==> config.mk <==
export PLATFORM = sky130hd
export DESIGN_NAME = integ_unit_sched_flat
export DESIGN_NICKNAME = d
export VERILOG_FILES = /design/src/rtl/integ_ctrl_pkg.sv /design/src/rtl/integ_unit_sched_if.sv /design/src/rtl/op_latency_timer.sv /design/src/rtl/integ_unit_sched.sv /design/src/flat_wrapper.sv
export SDC_FILE = /design/constraint.sdc
export NUM_CORES = 1
export LEC_CHECK = 0
export CORE_MARGIN = 2
export CORE_UTILIZATION = 30
export CTS_BUF_LIST = sky130_fd_sc_hd__clkbuf_4 sky130_fd_sc_hd__clkbuf_8 sky130_fd_sc_hd__clkbuf_16
export DETAILED_ROUTE_END_ITERATION = 8
export SYNTH_ARGS = -nofsm -noshare
export SYNTH_HDL_FRONTEND = slang
export SYNTH_HIERARCHICAL = 1
export SYNTH_SLANG_ARGS = --single-unit
==> constraint.sdc <==
create_clock -name clock -period 7.7 [get_ports clock]
set_input_delay 1.155 -clock clock [delete_from_list [all_inputs] [get_ports clock]]
set_output_delay 1.155 -clock clock [all_outputs]
set_load 0.05 [all_outputs]
==> src/rtl/integ_ctrl_pkg.sv <==
// Shared control definitions for the integration-unit arbiters: state encoding
// and a round-robin pick function usable by any arbiter up to RR_MAXN requesters.
package integ_ctrl_pkg;

   localparam logic [1:0] ST_IDLE_C  = 2'd0;
   localparam logic [1:0] ST_ISSUE_C = 2'd1;
   localparam logic [1:0] ST_WAIT_C  = 2'd2;
   localparam logic [1:0] ST_DONE_C  = 2'd3;

   typedef enum logic [1:0] {
      ST_IDLE  = ST_IDLE_C,
      ST_ISSUE = ST_ISSUE_C,
      ST_WAIT  = ST_WAIT_C,
      ST_DONE  = ST_DONE_C
   } ctrl_state_e;

   localparam int RR_MAXN = 32;
   localparam int RR_IDXW = 5;
   localparam int RR_IDXP = RR_IDXW + 1;

   // First set request at or after ptr, wrapping at nreq; returns ptr when none is set.
   function automatic logic [RR_IDXW-1:0] rr_pick(input logic [RR_MAXN-1:0] req,
                                                  input logic [RR_IDXW-1:0] ptr,
                                                  input int nreq);
      logic [RR_IDXW-1:0] pick;
      logic [RR_IDXP-1:0] idx;
      logic               found;
      pick  = ptr;
      found = 1'b0;
      for (int k = 0; k < RR_MAXN; k++) begin
         idx = {1'b0, ptr} + RR_IDXP'(k);
         if (idx >= RR_IDXP'(nreq)) idx = idx - RR_IDXP'(nreq);
         if ((k < nreq) && !found && req[idx[RR_IDXW-1:0]]) begin
            pick  = idx[RR_IDXW-1:0];
            found = 1'b1;
         end
      end
      return pick;
   endfunction

endpackage

==> src/rtl/integ_unit_sched_if.sv <==
// Requester-side bundle of the shared integration-unit scheduler.
interface integ_unit_sched_if #(
   parameter int NREQ = 4,
   parameter int SELW = (NREQ > 1) ? $clog2(NREQ) : 1
);

   logic [NREQ-1:0] req;
   logic            flush;
   logic [NREQ-1:0] gnt;
   logic [SELW-1:0] sel;
   logic            unit_start;
   logic [NREQ-1:0] done;
   logic            busy;

   modport master (
      output req, flush,
      input  gnt, sel, unit_start, done, busy
   );

   modport slave (
      input  req, flush,
      output gnt, sel, unit_start, done, busy
   );

endinterface

==> src/rtl/op_latency_timer.sv <==
// One-hot shift-register timer: load places a single bit at LAT-1, which walks
// down to bit 0 over LAT-1 clocks; expire reflects bit 0.
module op_latency_timer #(
   parameter int LAT = 3
) (
   input  logic clock,
   input  logic reset,
   input  logic load,
   input  logic clear,
   output logic expire
);

   logic [LAT-1:0] timer_q;
   logic [LAT-1:0] timer_d;

   always_comb begin
      timer_d = timer_q >> 1;
      if (clear) begin
         timer_d = '0;
      end else if (load) begin
         timer_d          = '0;
         timer_d[LAT-1]   = 1'b1;
      end
   end

   always_ff @(posedge clock or posedge reset) begin
      if (reset) begin
         timer_q <= '0;
      end else begin
         timer_q <= timer_d;
      end
   end

   assign expire = timer_q[0];

endmodule

==> src/rtl/integ_unit_sched.sv <==
// Round-robin scheduler sharing one fixed-latency integration arithmetic unit
// among NREQ requesters; every output is registered from the next-state decode.
module integ_unit_sched
   import integ_ctrl_pkg::*;
#(
   parameter int NREQ = 4,
   parameter int LAT  = 3,
   parameter int SELW = (NREQ > 1) ? $clog2(NREQ) : 1
) (
   input  logic              clock,
   input  logic              reset,
   integ_unit_sched_if.slave bus
);

   ctrl_state_e     state_q, state_d;
   logic [SELW-1:0] ptr_q, ptr_d;
   logic [SELW-1:0] owner_q, owner_d;
   logic [SELW-1:0] ptr_inc;
   logic [NREQ-1:0] gnt_q, gnt_d;
   logic [NREQ-1:0] done_q, done_d;
   logic [SELW-1:0] sel_q, sel_d;
   logic            start_q, start_d;
   logic            busy_q, busy_d;

   logic [RR_MAXN-1:0] req_wide;
   logic [RR_IDXW-1:0] pick_idle;
   logic [RR_IDXW-1:0] pick_done;
   logic               any_req;
   logic               timer_load;
   logic               timer_clear;
   logic               timer_expire;

   assign req_wide = RR_MAXN'(bus.req);
   assign any_req  = |bus.req;
   assign ptr_inc  = (owner_q == SELW'(NREQ - 1)) ? '0 : owner_q + SELW'(1);

   // DONE re-arbitrates from the pointer it is about to commit, not the stale one.
   assign pick_idle = rr_pick(req_wide, RR_IDXW'(ptr_q), NREQ);
   assign pick_done = rr_pick(req_wide, RR_IDXW'(ptr_inc), NREQ);

   op_latency_timer #(
      .LAT (LAT)
   ) u_timer (
      .clock  (clock),
      .reset  (reset),
      .load   (timer_load),
      .clear  (timer_clear),
      .expire (timer_expire)
   );

   always_comb begin
      state_d     = state_q;
      ptr_d       = ptr_q;
      owner_d     = owner_q;
      timer_clear = 1'b0;
      unique case (state_q)
         ST_IDLE: begin
            if (any_req) begin
               owner_d = SELW'(pick_idle);
               state_d = ST_ISSUE;
            end
         end
         ST_ISSUE, ST_WAIT: begin
            if (bus.flush) begin
               state_d     = ST_IDLE;
               timer_clear = 1'b1;
            end else if (timer_expire) begin
               state_d = ST_DONE;
            end else begin
               state_d = ST_WAIT;
            end
         end
         ST_DONE: begin
            ptr_d = ptr_inc;
            if (any_req && !bus.flush) begin
               owner_d = SELW'(pick_done);
               state_d = ST_ISSUE;
            end else begin
               state_d = ST_IDLE;
            end
         end
         default: begin
            state_d = ST_IDLE;
         end
      endcase
   end

   assign timer_load = (state_d == ST_ISSUE);

   always_comb begin
      gnt_d   = '0;
      done_d  = '0;
      sel_d   = '0;
      start_d = 1'b0;
      busy_d  = (state_d != ST_IDLE);
      if (state_d != ST_IDLE) begin
         sel_d = owner_d;
      end
      if (state_d == ST_ISSUE) begin
         gnt_d[owner_d] = 1'b1;
         start_d        = 1'b1;
      end
      if (state_d == ST_DONE) begin
         done_d[owner_d] = 1'b1;
      end
   end

   always_ff @(posedge clock or posedge reset) begin
      if (reset) begin
         state_q <= ST_IDLE;
         ptr_q   <= '0;
         owner_q <= '0;
         gnt_q   <= '0;
         done_q  <= '0;
         sel_q   <= '0;
         start_q <= 1'b0;
         busy_q  <= 1'b0;
      end else begin
         state_q <= state_d;
         ptr_q   <= ptr_d;
         owner_q <= owner_d;
         gnt_q   <= gnt_d;
         done_q  <= done_d;
         sel_q   <= sel_d;
         start_q <= start_d;
         busy_q  <= busy_d;
      end
   end

   assign bus.gnt        = gnt_q;
   assign bus.done       = done_q;
   assign bus.sel        = sel_q;
   assign bus.unit_start = start_q;
   assign bus.busy       = busy_q;

endmodule
==> src/flat_wrapper.sv <==
// flat-port wrapper written by rule: the top's interface ports become plain ports
module integ_unit_sched_flat import integ_ctrl_pkg::*;
#(
   parameter int NREQ = 4,
   parameter int LAT  = 3,
   parameter int SELW = (NREQ > 1) ? $clog2(NREQ) : 1
)
  (clock, reset, bus_req, bus_flush, bus_gnt, bus_sel, bus_unit_start, bus_done, bus_busy);
  integ_unit_sched_if #(.NREQ(NREQ), .SELW(SELW)) bus_i ();
  input  logic clock;
  input  logic reset;
  input wire logic [$bits(bus_i.req)-1:0] bus_req;
  input wire logic [$bits(bus_i.flush)-1:0] bus_flush;
  output wire logic [$bits(bus_i.gnt)-1:0] bus_gnt;
  output wire logic [$bits(bus_i.sel)-1:0] bus_sel;
  output wire logic [$bits(bus_i.unit_start)-1:0] bus_unit_start;
  output wire logic [$bits(bus_i.done)-1:0] bus_done;
  output wire logic [$bits(bus_i.busy)-1:0] bus_busy;
  assign bus_i.req = bus_req;
  assign bus_i.flush = bus_flush;
  assign bus_gnt = bus_i.gnt;
  assign bus_sel = bus_i.sel;
  assign bus_unit_start = bus_i.unit_start;
  assign bus_done = bus_i.done;
  assign bus_busy = bus_i.busy;
  integ_unit_sched #(.NREQ(NREQ), .LAT(LAT), .SELW(SELW)) u_core (.clock(clock), .reset(reset), .bus(bus_i));
endmodule
Figure 1. Cells by drive strength.
The bar under the picture is 20 um long.
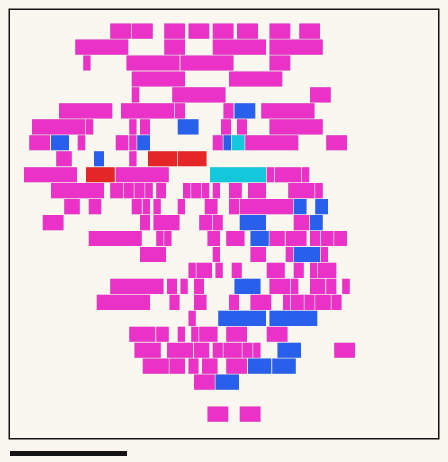
Key: blue = drive 2 [cells 19, share 11%, most used mux2_2]; cyan = drive 3 to 4 [cells 2, share 1.2%]; red = drive 6 and up [cells 3, share 1.8%, most used clkbuf_8]; magenta = drive 1 or less [cells 142, share 86%, most used dfrtp_1]

Figure 2. The clock network.
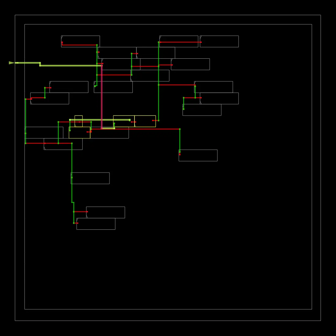
Layout Skew: 0.00154 ns
P_clk: 0.0702 mW

Figure 3. Sequential cells grouped by signal name.
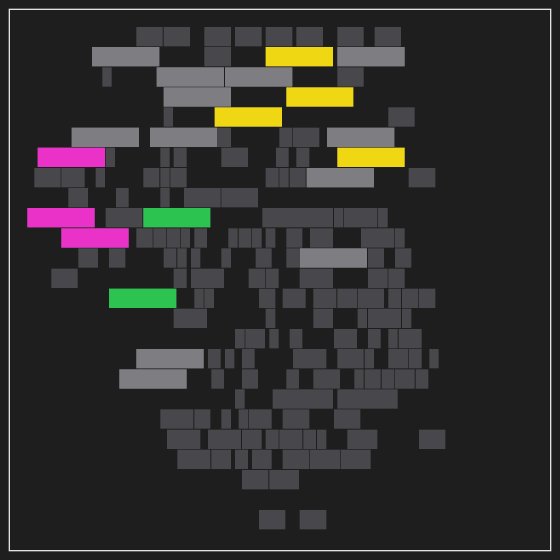
Key: magenta = u_core/u_timer/timer_q [placed flops 3]; yellow = u_core/bus.done [placed flops 4, where top middle]; green = u_core/state_q [placed flops 2]
Another 12 sequential cells are not coloured.

stage by stage:
step           worst slack (ns)  instance area (um^2)  util (%)
2_1_floorplan              4.67                  1430         -
3_3_place_gp               4.04                  1630      35.0
3_5_place_dp               3.99                  1630      35.0
4_1_cts                    4.25                  1680      35.9
5_1_grt                    4.03                  1680      35.9
6_report                   4.25                  1680      35.9
state kept, by name, summed over array words and instances, names as in the netlist:
register and flops:
u_core/u_timer/timer_q 3, u_core/bus.gnt 4, u_core/owner_q 2, u_core/bus.done 4, u_core/bus.busy 1, u_core/ptr_q 2, u_core/bus.unit_start 1, u_core/bus.sel 2
u_core/state_q 2
synth_stat cells (all sizes together) (2+ instances only):
cell    number  area [um^2]
a21boi       2         15.0
a21oi        7         35.0
a22oi        3         22.5
and2         2         12.5
and3         3         18.8
buf          7         41.3
dfrtp       21          526
ha           8          100
inv         17         66.3
mux2         4         45.0
mux2i        3         30.0
mux4         2         45.0
nand2        9         33.8
nand2b       3         18.8
nand3        4         20.0
nor2        10         40.0
nor2b        2         12.5
nor3        10         60.1
nor3b        2         15.0
o21a         2         15.0
o21ai        8         40.0
o22ai        3         25.0
or2          3         18.8
cells in the final DEF (no fill, tap or decap), drive strengths merged, types with 2 or more instances in the layout:
master	count
or2	3
clkdlybuf4s50	18
o21a	2
inv	17
and2	2
clkbuf	3
o22ai	3
nor3	10
o21ai	8
ha	8
mux4	2
dfrtp	21
nor2	10
nand2	9
nor3b	2
nand3	4
nand2b	3
mux2	4
mux2i	3
a21boi	2
and3	3
a21oi	7
a22oi	3
nor2b	2
layout make-up:
type                    count  area (um^2)
inverters                  17         66.3
well taps                  54         67.6
flip-flops and latches     21          526
clock buffers               3         41.3
clock inverters             1         5.00
multi-input cells         106          790
fillers                   470         2990
repair buffers             18          180
how the worst max path moves through the flow:
| stage | cells after the start | end | start |
|---|---|---|---|
| 3_5_place_dp | 9 | u_core/bus.done[0] | bus_req[2] |
| 6_report | 9 | u_core/bus.done[0] | bus_req[2] |
| 4_1_cts | 9 | u_core/bus.done[0] | bus_req[2] |
| 5_1_grt | 9 | u_core/bus.done[1] | bus_req[2] |
| 3_3_place_gp | 9 | u_core/bus.gnt[2] | bus_req[0] |
| 2_1_floorplan | 9 | u_core/bus.done[0] | bus_req[2] |
cell families after synthesis:
logic type,count (synthesis)
AND/OR/NAND/NOR,53
AND-OR/OR-AND,35
buffers and inverters,25
flip-flops,21
multiplexers,9
adder cells (fa/ha/maj),8
XOR/XNOR,1
report_power, final:
part / switching, mW / internal, mW / total (mW)
registers: 0.0297 / 0.150 / 0.180
clock network: 0.0343 / 0.0359 / 0.0702
logic: 0.281 / 0.184 / 0.465
total: 0.345 / 0.370 / 0.715
per-layer routing:
metal,wire [um],share of wire [%]
met1,1270,48
met2,1270,48
met3,91,3.4
met4,14,0.53
met5,0,0
==> run notes <==
impl run done, here's what came out: crit path kind=in -> reg, Resized Gates After CTS=0, max frequency=290 MHz, # DRC=0, drt wl/cell=12.0 um, Worst VDD drop=0.208 mV, Antenna diodes=0, Synth warnings=6, Chip Area, Yosys=1430 um^2, Die H=73.0 um, Worst R2R Setup Slack=4.63 ns, status=complete, no violations, Synth Seq Share=36.8%, Max Cap Viol=0, GR Layer Usage met2=17.8%, Slowest-stage cell, CP=clkdlybuf4s50_1, worst hold margin=0.518 ns, first-pass GRT wire length=4730 um, largest net degree at the start of global routing=19, Buf+Inv Stages, Crit Path=2, fin cells=220, Die Wd=73.0 um, startpoint class of the critical path=input pin, CTS Buf Count=3, Tmin final=3.45 ns, M1 GR Usage=15.5%, slew margin rel.=56.1%, post-cts hold-fix buffer tally=0, worst-case reg-to-reg path depth=10, worst-margin pin slew=0.658 ns, vias in the first global route=1080, CP required=7.87 ns, Slowest Stage Delay on Critical Path=0.65 ns, Slew Viols, Final=0, WP data arrival=3.62 ns, fp_density=30.6%, CP Cell Sequence=clkdlybuf4s50_1 > or3b_1 > o22ai_2 > a221o_1 > a31oi_2 > xnor2_1 > a221oi_4 > inv_4 > nor3_1, Final Hold Fails=0, NumNets Final=182, row count=25, antenna violations before repair=0, syn_nets=167, Hold WC Path Type=reg -> reg, clk latency late pin=0.25 ns, # Cells Yosys=152, Dominant flop cell=dfrtp_1, Mapped Cells=152, Tcrit/Tclk final=44.8%, Detailed Routing Iterations Pass 1=4, CTS tree=done, post-CTS setup buffers=0, global placement routability congestion=0.738, Area growth syn-to-layout=17.5%, Via density=5.05, leakage=0.735 nW, met3 global-route usage=2.76%, H-tree depth=1, Die ar.=5320 um^2, Most Crowded Layer GR=met2, WHS Endpoint=u_core/u_timer/timer_q[0], Final setup viols=0, Power Total=0.715 mW, routed vias=1111, Clock Root Buffer=clkbuf_8, grt total ovfl=0, Critical R2R Launch=u_core/ptr_q[0], Simple Share, Synth=21.1%, number of synthesized register bits=21, Largest logic family=simple AND/OR/NAND/NOR gates, Pwr per Cell Area=427 nW/um^2, DRT iter0 DRCs=90, Hold Crit Depth=1, clk slew on worst S/H paths=0.07 ns, all-layer global routing usage=11.0%, Post-synth EDFFs=0, Worst R2R End=u_core/bus.gnt[2], TNS Setup=0 ns, input/output buffers=18, total wire length=2650 um, layout cells sized above 1=14.5%, worst-path maximum fanout=10, CORE AREA=4660 um^2, distinct lib cells=46, Clock Tree Buf Depth=2, CP Capture Type=register, HP Start=u_core/u_timer/timer_q[1], OpenROAD warning count=31, RSZ-0062 raised after global routing=false, Post-Place Cells=216, Syn Area/Cell=9.38 um^2, I/O pin cnt=19, antenna-violating nets left=0, Top Family by Delay on Critical Path=AND-OR/OR-AND gates, Synth Area in Adders=7.02%, clk sink count=21, Compound Share, Synth=18.2%, MUX area fraction=8.42%, post-DP HPWL=2070 um, synthesized area=1430 um^2, post-synthesis async set-or-reset flop share=100%, xor/xnor cell area share of the yosys netlist=0.614%
No activity file was given, so power comes from the tool's default toggle rates.
